<file path="config.mk">
export PLATFORM = sky130hd
export DESIGN_NAME = share_access_sched
export DESIGN_NICKNAME = d
export VERILOG_FILES = /design/src/rtl/share_access_sched.sv
export SDC_FILE = /design/constraint.sdc
export NUM_CORES = 1
export LEC_CHECK = 0
export CAP_MARGIN = 20
export CORE_ASPECT_RATIO = 0.75
export CORE_MARGIN = 5
export CORE_UTILIZATION = 45
export DETAILED_ROUTE_END_ITERATION = 16
export PLACE_DENSITY = 0.79
export SLEW_MARGIN = 20
export SYNTH_ARGS = -nofsm -noshare
export SYNTH_HDL_FRONTEND = slang
export SYNTH_SLANG_ARGS = --single-unit
export TNS_END_PERCENT = 50
</file>
<file path="constraint.sdc">
create_clock -name sys_clk -period 2.75 [get_ports sys_clk]
set_input_delay 0.6875 -clock sys_clk [delete_from_list [all_inputs] [get_ports sys_clk]]
set_output_delay 0.6875 -clock sys_clk [all_outputs]
set_load 0.1 [all_outputs]
</file>
<file path="src/rtl/share_access_sched.sv">
// Serialising scheduler for the shared column bank group. It accepts one batch of
// request flags and addresses, then grants each flagged requestor in turn, lowest index first.
module share_access_sched #(
    parameter int SHARED_BANK_NUM    = 5,
    parameter int RQST_ADDR_BITWIDTH = 2,
    parameter int IDX_W              = $clog2(SHARED_BANK_NUM),
    parameter int CNT_W              = $clog2(SHARED_BANK_NUM + 1)
) (
    input  logic                                         sys_clk,
    input  logic                                         rst,
    input  logic                                         rqst_valid_i,
    input  logic [SHARED_BANK_NUM-1:0]                   share_rqstFlag_i,
    input  logic [RQST_ADDR_BITWIDTH*SHARED_BANK_NUM-1:0] rqst_addr_i,
    output logic                                         rqst_ready_o,
    output logic                                         grant_valid_o,
    input  logic                                         grant_ready_i,
    output logic [SHARED_BANK_NUM-1:0]                   grant_o,
    output logic [IDX_W-1:0]                             grant_idx_o,
    output logic [RQST_ADDR_BITWIDTH-1:0]                grant_addr_o,
    output logic [CNT_W-1:0]                             pending_cnt_o,
    output logic                                         batch_done_o
);

    localparam int ADDR_W = RQST_ADDR_BITWIDTH * SHARED_BANK_NUM;

    typedef enum logic [1:0] {
        IDLE  = 2'd0,
        SERVE = 2'd1,
        DONE  = 2'd2
    } state_t;

    state_t                    state, state_n;
    logic [SHARED_BANK_NUM-1:0] pending, pending_n;
    logic [ADDR_W-1:0]          addr_lat, addr_n;

    logic [SHARED_BANK_NUM-1:0]    sel_vec;
    logic [IDX_W-1:0]              sel_idx;
    logic [RQST_ADDR_BITWIDTH-1:0] sel_addr;
    logic [CNT_W-1:0]              pend_cnt;

    // NOTE: every signal gets a default before the loop so no path leaves one unassigned (no latch).
    always_comb begin
        sel_vec  = '0;
        sel_idx  = '0;
        sel_addr = '0;
        for (int i = SHARED_BANK_NUM - 1; i >= 0; i--) begin
            if (pending[i]) begin
                sel_vec  = '0;
                sel_vec[i] = 1'b1;
                sel_idx  = IDX_W'(i);
                sel_addr = addr_lat[i*RQST_ADDR_BITWIDTH +: RQST_ADDR_BITWIDTH];
            end
        end
    end

    always_comb begin
        pend_cnt = '0;
        for (int i = 0; i < SHARED_BANK_NUM; i++) begin
            pend_cnt = pend_cnt + CNT_W'(pending[i]);
        end
    end

    always_comb begin
        state_n   = state;
        pending_n = pending;
        addr_n    = addr_lat;
        unique case (state)
            IDLE: begin
                if (rqst_valid_i) begin
                    pending_n = share_rqstFlag_i;
                    addr_n    = rqst_addr_i;
                    state_n   = (|share_rqstFlag_i) ? SERVE : DONE;
                end
            end
            SERVE: begin
                if (grant_ready_i) begin
                    pending_n = pending & ~sel_vec;
                    if (pending_n == '0) begin
                        state_n = DONE;
                    end
                end
            end
            DONE:    state_n = IDLE;
            default: state_n = IDLE;
        endcase
    end

    // NOTE: state registers use non-blocking assignments so all of them update together on the edge.
    always_ff @(posedge sys_clk or posedge rst) begin
        if (rst) begin
            state    <= IDLE;
            pending  <= '0;
            addr_lat <= '0;
        end else begin
            state    <= state_n;
            pending  <= pending_n;
            addr_lat <= addr_n;
        end
    end

    // Every output is decoded from registered state; grant_ready_i only steers the next state.
    always_comb begin
        rqst_ready_o  = (state == IDLE);
        grant_valid_o = (state == SERVE);
        batch_done_o  = (state == DONE);
        grant_o       = (state == SERVE) ? sel_vec  : '0;
        grant_idx_o   = (state == SERVE) ? sel_idx  : '0;
        grant_addr_o  = (state == SERVE) ? sel_addr : '0;
        pending_cnt_o = pend_cnt;
    end

endmodule

</file>
==> summary.rpt, run 1 <==
PHYSICAL IMPLEMENTATION REPORT
----------------------------------------------------
[Cells and area]
  Diode count ........................ 0
  Count of nets after finishing ........................ 164

[Timing]
  Worst setup margin ........................ 0.03758 ns
  Clock skew ........................ 0.004457 ns
  Final hold violations ........................ 0
  Time the final worst path needs with I/O delays and setup ........................ 2.712 ns
  Fmax ........................ 368.7 MHz
  Slew @ Worst Pin ........................ 0.6157 ns

[Outcome]
  Status ........................ finished clean

[Worst setup path]
  CP max stage cell ........................ fa_1
  Kind of start point of the critical path ........................ flop
  Flop-to-flop setup slack ........................ 1.15 ns
  Worst path bufs/invs ........................ 1
  Critical path's largest stage delay ........................ 0.51 ns
  Beginning of the critical path ........................ pending[0]

[Clock tree]
  # hold bufs at CTS ........................ 0
  Clock-pin slew on the worst setup and hold paths ........................ 0.09 ns

[Floorplanning]
  Total I/O pin count ........................ 35

[Drt]
  Via count normalized by instance count ........................ 5.387
  Detail Route Antenna Nets ........................ 0

[Worst hold path]
  Type of the worst min-delay path ........................ reg2reg

[Job]
  Number of warning messages in the logs ........................ 30

[Synth]
  Primary flip-flop cell chosen by synthesis mapping ........................ dfrtp_1

----------------------------------------------------
## run 1: per-stage QoR
step           cell area, um2  std cells  utilization (%)
2_1_floorplan            1106        106                -
3_3_place_gp             1565        169            68.36
3_5_place_dp             1565        169            68.36
4_1_cts                  1607        173            70.16
5_1_grt                  1610        173            70.33
6_report                 1610        173            70.33
## run 1: sequential cells by signal, summed over array words and instances, names as in the netlist
register	flops
addr_lat	10
state	2
pending	5
## run 1: cell families (layout without fill, tap and decap cells)
logic type / after synthesis / count (layout) / synth area share, %
AOI/OAI and AO/OA: 27 / 27 / 17.45
adders and majority gates: 5 / 5 / 7.260
buffers and inverters: 19 / 52 / 9.485
DFF: 17 / 17 / 39.81
muxes: 8 / 8 / 8.196
and+or+nand+nor: 30 / 30 / 17.80
## run 1: routing by layer
metal | wire length (um) | GRT usage, % | up-vias
met5 | 0 | 0 | -
met4 | 21 | 4.054 | 0
met3 | 101 | 4.077 | 4
met2 | 1255 | 27.18 | 25
met1 | 1098 | 21.05 | 456
li1 | - | - | 447
## run 1: final cells by class
cell class	count	share of cell area (%)
Inverter	10	2.331
Multi-Input combinational cell	70	37.06
Tap cell	34	2.642
Timing Repair Buffer	38	29.84
Sequential cell	17	26.50
Clock buffer	4	1.632
## run 1: worst min-delay path by stage
stage | to | slack [ns]
after floorplan | addr_lat[2] | 0.48
after global placement | addr_lat[9] | 0.50
after detailed placement | addr_lat[8] | 0.50
after CTS | addr_lat[8] | 0.52
after global routing | addr_lat[3] | 0.54
final | addr_lat[8] | 0.52
**Run 1: placement by cell class**

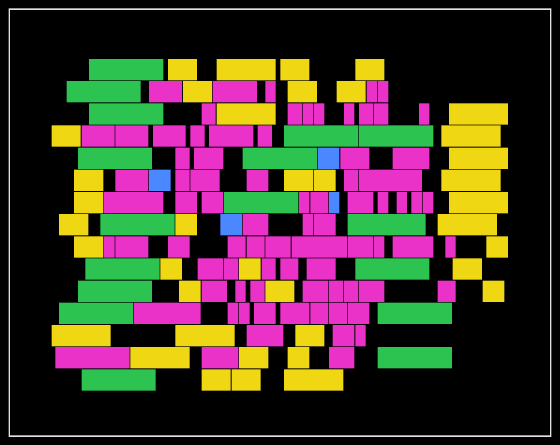
remaining buffers and delay cells: in yellow, cells 38. clock drivers and dummy loads: in blue, cells 4. remaining logic cells: in magenta, cells 80. sequential cells: in green, cells 17.

**Run 1: wiring by layer**

The bar under the picture is 20 um long.
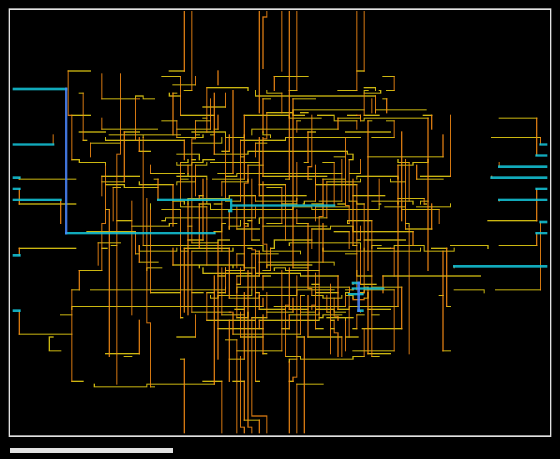
M2: in orange, wire length 1260 um. M4: in blue, wire length 21.1 um. M1: in yellow, wire length 1100 um. M3: in cyan, wire length 102 um.
Avg WL per Cell: 14.31 um
overall track demand over capacity in global routing: 16.25%
aggregate routed wire length: 2476 um

**Run 1: track usage over the die**

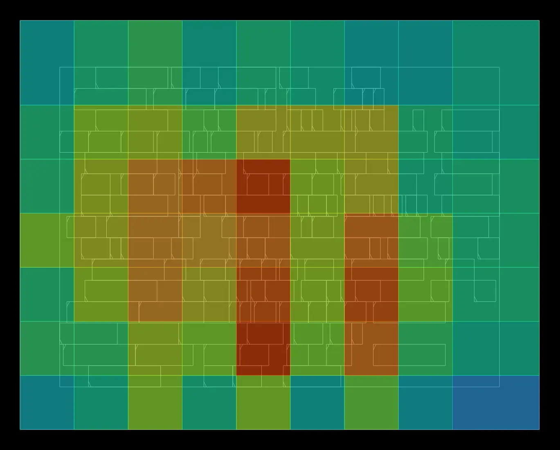
GRT met2 Usage: 27.18%
met3 routing resource usage after global routing: 4.077%
most heavily used metal layer in global routing: met2

**Run 1: floorplan with the power grid**

Pins as bars on the die edge. Tap cells in gray.
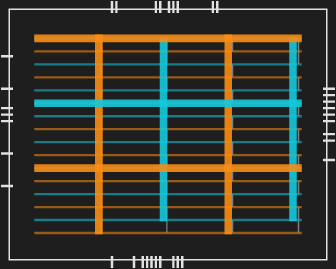

==> run 2: changes to the inputs <==
--- a/config.mk
+++ b/config.mk
@@ -6,10 +6,11 @@
 export NUM_CORES = 1
 export LEC_CHECK = 0
-export CAP_MARGIN = 20
+export ABC_AREA = 1
+export CAP_MARGIN = 30
 export CORE_ASPECT_RATIO = 0.75
 export CORE_MARGIN = 5
-export CORE_UTILIZATION = 45
+export CORE_UTILIZATION = 44
 export DETAILED_ROUTE_END_ITERATION = 16
-export PLACE_DENSITY = 0.79
+export PLACE_DENSITY = 0.78
 export SLEW_MARGIN = 20
 export SYNTH_ARGS = -nofsm -noshare
==> constraint.sdc (replaced) <==
create_clock -name sys_clk -period 2.75 [get_ports sys_clk]
set_input_delay 0.55 -clock sys_clk [delete_from_list [all_inputs] [get_ports sys_clk]]
set_output_delay 0.55 -clock sys_clk [all_outputs]
set_load 0.1 [all_outputs]
**Run 2: floorplan with the power grid**

Pins as bars on the die edge. Tap cells in gray.
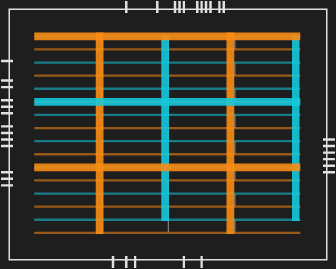
VDD: in cyan. VSS: in orange.
The core has 15 rows. 35 signal pins sit on the boundary. 4 straps on met4. 16 met1 rails follow the rows. 25 tap cells.

==> summary.rpt, run 2 <==
PHYSICAL IMPLEMENTATION REPORT
----------------------------------------------------
[Global route]
  Most heavily used metal layer in global routing ........................ met2
  Met1 Resource Use GR ........................ 21.09%
  Overall track demand over capacity in global routing ........................ 15.57%
  GRT met2 Usage ........................ 23.46%
  Met3 routing resource usage after global routing ........................ 5.616%

[Drt]
  Detail Route Antenna Nets ........................ 0
  Met3 WL post-DR ........................ 139 um
  Avg WL per Cell ........................ 13.62 um
  Met1 Wirelength ........................ 1132 um
  Aggregate routed wire length ........................ 2452 um
  WL met2 ........................ 1149 um
  Via count normalized by instance count ........................ 5.111
  Highest routing layer actually used ........................ met4

[Timing]
  Fmax ........................ 376.7 MHz
  Final hold violations ........................ 0
  Worst setup margin ........................ 0.09544 ns
  Time the final worst path needs with I/O delays and setup ........................ 2.655 ns
  Clock skew ........................ 0.01097 ns
  Slew @ Worst Pin ........................ 0.6554 ns

[Synth]
  Cell Type Count ........................ 24
  Leading cell types by total area after synthesis ........................ dfrtp_1, inv_1, nand2_1

[Cells and area]
  Final core area utilization ........................ 65.39%
  Leading registers by flop count ........................ addr_lat (10), pending (5), state (2)
  Area of the multi-input gates ........................ 534.3 um2
  Max reg flops ........................ 10
  Final cell count without fillers ........................ 180
  Diode count ........................ 0

[Clock tree]
  # hold bufs at CTS ........................ 0
  Clock-pin slew on the worst setup and hold paths ........................ 0.11 ns

[Placement]
  Number of placed instances with taps included ........................ 173
  Placed Instance Area ........................ 1403 um2

[Worst setup path]
  Kind of start point of the critical path ........................ flop

[Job]
  Number of warning messages in the logs ........................ 29

[Outcome]
  Status ........................ finished clean

----------------------------------------------------
[run 2: netlist changes by cell type after synthesis, moves of 3 or more]
cell     change
nand2_1     +11
buf_2        -3
nor2_1       +8
or4_1        -3
nand3_1      +4
a21oi_1      +5
inv_1        +6
[run 2: path summary, 6_finish.rpt]
kind	end	from	slack, ns
setup reg to reg	pending[3]	state[1]	1.25
hold / removal	addr_lat[8]	addr_lat[8]	0.53
hold reg to reg	addr_lat[8]	addr_lat[8]	0.53
min in group asynchronous	addr_lat[7]	rst	0.62
max in group asynchronous	pending[1]	rst	1.67
setup / recovery	pending_cnt_o[1]	pending[0]	0.1
[run 2: repair_timing]
action,4_1_cts,5_1_grt
endpoints found under the hold margin,0,0
gates resized,0,4
setup endpoints to repair,0,1
setup buffers,0,3
[run 2: cell families after synthesis]
kind of cell | after synthesis | synth area share [%]
multiplexers | 6 | 7.353
AND/OR/NAND/NOR | 43 | 19.61
buffers and inverters | 20 | 9.191
flip-flops | 17 | 41.67
adder cells (fa/ha/maj) | 5 | 7.599
AND-OR/OR-AND | 26 | 14.58
[run 2: worst max-delay path, cell delays in order (launching register included)]
cell	delay (ns)
dfrtp_2	0.47
fa_1	0.51
fa_2	0.37
ha_4	0.29
buf_12	0.16
[run 2: cell type report]
type | instances | share of cell area, %
multi-input combinational | 80 | 36.28
sequential | 17 | 29.06
timing repair buffer | 37 | 26.17
inverter | 17 | 4.333
tap | 25 | 2.124
clock buffer | 3 | 1.529
clock inverter | 1 | 0.5098
